## src/rtl/shift_sequencer.sv

```systemverilog
// shift_sequencer: multi-pass shift/rotate controller around a 4-bit barrel_shifter.
// A request is split into passes of at most 3 bits. The intermediate value is held
// in acc between passes, so the datapath never needs more than a 3-bit shift.
//
// Handshake: a transfer happens on a rising edge where valid && ready are both high.
// The producer must hold its fields stable until that edge. The consumer may stall
// for any length of time. in_ready is high only in IDLE and out_valid only in DONE,
// so a result transfer and a new accept can never happen on the same edge.

// barrel_shifter: single-pass 4-bit shift or rotate by 0..3 positions.
module barrel_shifter (
    input  logic [3:0] din,
    input  logic       select,
    input  logic       direction,
    input  logic [1:0] shift_value,
    output logic [3:0] dout
);
    logic [7:0] rot_l;
    logic [7:0] rot_r;

    // Pick the zero-fill shift or rotate result for the requested direction.
    always_comb begin
        rot_l = {din, din} << shift_value;
        rot_r = {din, din} >> shift_value;
        case ({select, direction})
            2'b00:   dout = din >> shift_value;
            2'b01:   dout = din << shift_value;
            2'b10:   dout = rot_r[3:0];
            default: dout = rot_l[7:4];
        endcase
    end
endmodule

module shift_sequencer (
    input  logic       clk,
    input  logic       reset,
    input  logic       in_valid,
    output logic       in_ready,
    input  logic       select,
    input  logic       direction,
    input  logic [3:0] amount,
    input  logic [3:0] din,
    output logic       out_valid,
    input  logic       out_ready,
    output logic [3:0] dout,
    output logic       busy,
    output logic [1:0] dbg_state
);
    typedef enum logic [1:0] {
        IDLE  = 2'd0,
        SHIFT = 2'd1,
        DONE  = 2'd2
    } state_t;

    state_t     state;
    logic [3:0] acc;
    logic [3:0] remaining;
    logic       op_sel;
    logic       op_dir;
    logic [1:0] step;
    logic [3:0] rem_next;
    logic [3:0] pass_out;

    // Largest pass the datapath allows, then whatever residue is left.
    always_comb begin
        step     = (remaining >= 4'd3) ? 2'd3 : remaining[1:0];
        rem_next = remaining - {2'b00, step};
    end

    barrel_shifter u_shifter (
        .din         (acc),
        .select      (op_sel),
        .direction   (op_dir),
        .shift_value (step),
        .dout        (pass_out)
    );

    // Sequencer FSM: accept a request, run the passes, hold the result until it is consumed.
    always_ff @(posedge clk or posedge reset) begin
        if (reset) begin
            state     <= IDLE;
            acc       <= 4'd0;
            remaining <= 4'd0;
            op_sel    <= 1'b0;
            op_dir    <= 1'b0;
            in_ready  <= 1'b1;
            out_valid <= 1'b0;
            busy      <= 1'b0;
        end else begin
            case (state)
                IDLE: begin
                    if (in_valid) begin
                        acc       <= din;
                        remaining <= amount;
                        op_sel    <= select;
                        op_dir    <= direction;
                        in_ready  <= 1'b0;
                        busy      <= 1'b1;
                        if (amount != 4'd0) begin
                            state <= SHIFT;
                        end else begin
                            state     <= DONE;
                            out_valid <= 1'b1;
                        end
                    end
                end
                SHIFT: begin
                    acc       <= pass_out;
                    remaining <= rem_next;
                    if (rem_next == 4'd0) begin
                        state     <= DONE;
                        out_valid <= 1'b1;
                    end
                end
                DONE: begin
                    if (out_ready) begin
                        state     <= IDLE;
                        out_valid <= 1'b0;
                        busy      <= 1'b0;
                        in_ready  <= 1'b1;
                    end
                end
                default: begin
                    state     <= IDLE;
                    out_valid <= 1'b0;
                    busy      <= 1'b0;
                    in_ready  <= 1'b1;
                end
            endcase
        end
    end

    assign dout      = acc;
    assign dbg_state = state;
endmodule

```

## config.mk

```make
export PLATFORM = sky130hd
export DESIGN_NAME = shift_sequencer
export DESIGN_NICKNAME = d
export VERILOG_FILES = /design/src/rtl/shift_sequencer.sv
export SDC_FILE = /design/constraint.sdc
export NUM_CORES = 1
export LEC_CHECK = 0
export CORE_MARGIN = 10
export CORE_UTILIZATION = 40
export CTS_BUF_LIST = sky130_fd_sc_hd__clkbuf_16
export DETAILED_ROUTE_END_ITERATION = 7
export GPL_TIMING_DRIVEN = 0
export PLACE_DENSITY_LB_ADDON = 0.25
export SLEW_MARGIN = 25
export SYNTH_ARGS = -nofsm -noshare
export SYNTH_HDL_FRONTEND = slang
export SYNTH_SLANG_ARGS = --single-unit
```

## constraint.sdc

```tcl
create_clock -name clk -period 2.3 [get_ports clk]
set_clock_uncertainty 0.2 [all_clocks]
set_input_delay 0.46 -clock clk [delete_from_list [all_inputs] [get_ports clk]]
set_output_delay 0.46 -clock clk [all_outputs]
set_load 0.1 [all_outputs]
```

==> run notes <==
run metrics: mi-comb count=98, # Taps=30, critical path class=flip-flop to primary output, crit path DRT=1.64 ns, Critical Path Start Type=flip-flop, sequential area share after synthesis=36.4%, routability congestion estimate=0.911, Final Hold Vio Count=0, via count=1057, met1 GRT Util=12.8%, Layout Nets=169, # IOs=23, crit path cell chain=clkdlybuf4s15_1, dominant logic cell type in the layout=o21ai_0, hold crit path type=flip-flop to flip-flop, worst hold path cell count=1, ys async rst share=100%, # clk buffers=3, top layer in use=met4, clk buf depth=2, Largest delay share family, worst path=buffers and inverters, CP Capture Point=in_ready, CP arrival=1.61 ns, vias in the first global route=1002, Placed Cells=179, Simple-Gate Area Share=23.7%, Biggest Area Class=multi-input combinational cells, worst reg2reg path depth=8, cell area after synthesis=0.00103 mm2, cts-stage hold buffer count=0, n_diodes=0, Synth mux share=5.93%, Die Y=70.9 um, Rel. slew slack=35.3%, Overflow after GRT=0, final worst path period need=2.27 ns, Flop area=377 um2, fin. max-slew vios=0, fillers=244, post-route cell area=0.00135 mm2, commonest cells after routing, fill and taps aside=17 x o21ai_0, 14 x dfrtp_1, 13 x clkdlybuf4s50_1, busiest metal layer after global routing=met2, row cnt=18, CTS tree=yes, worst setup path startpoint=in_ready, fin cells=183, DP Worst Slack=-0.0272 ns, combinational gate area=588 um2, DRT Wirelength=2.79 mm, share of cells above drive strength 1=9.80%, status=complete, no violations, DRT Pass-1 Iters=4, flop share of the area=27.9%
Figure 1. Met1 routing.
(4 px per um)
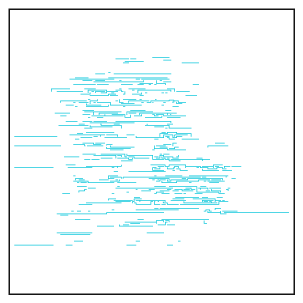
wire length on this layer: 1200 um
main direction: horizontal
share of all routed wire: 43%

Figure 2. Where the registers sit.
(6 px per um) Other sequential cells in the stronger grey, the rest of the logic in the fainter grey.
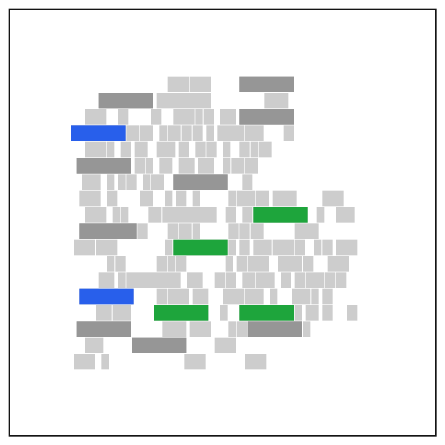
[blue] `dbg_state` | placed flops: 2
[green] `dout` | placed flops: 4
not coloured: 9

Figure 3. Routing congestion.
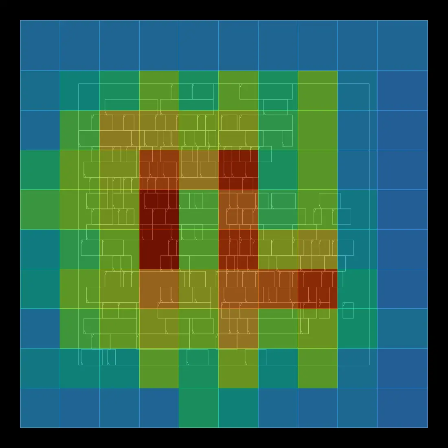
met3 Track Usage GR: 4.88%
final core occ: 54.5%
GR Util All Layers: 11.0%
met2 GRT Util: 17.2%

Figure 4. Close-up of the layout.
Window x 41 to 66, y 41 to 66 um. Cells in grey, sequential cells in the stronger grey; small squares are vias.
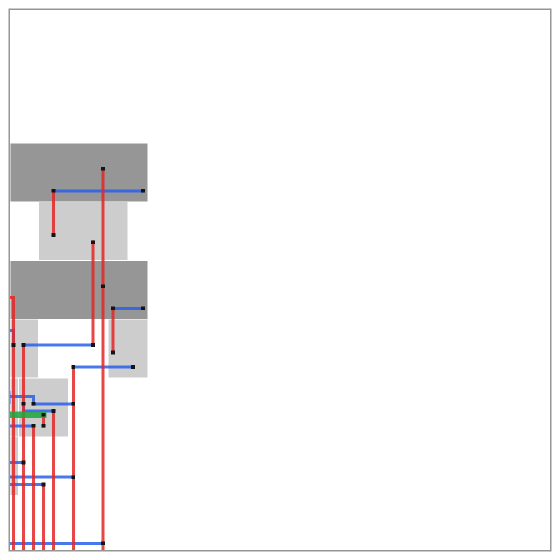
[blue] metal 1
[green] metal 3
[red] metal 2
netlist names of flops here include: `remaining` (2)
cells with their middle in the window: 5
most frequent: dfrtp_1 (2)
sequential cells in the window: 2

Figure 5. Gate-type map.
(4 px per um)
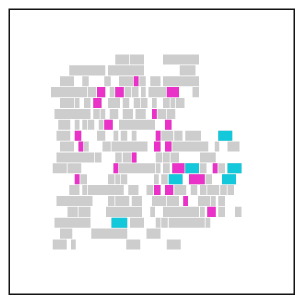
[magenta] nor cells | cells: 23 | most used: nor2_1 | where: centre
[cyan] mux cells | cells: 6 | most used: mux2i_1

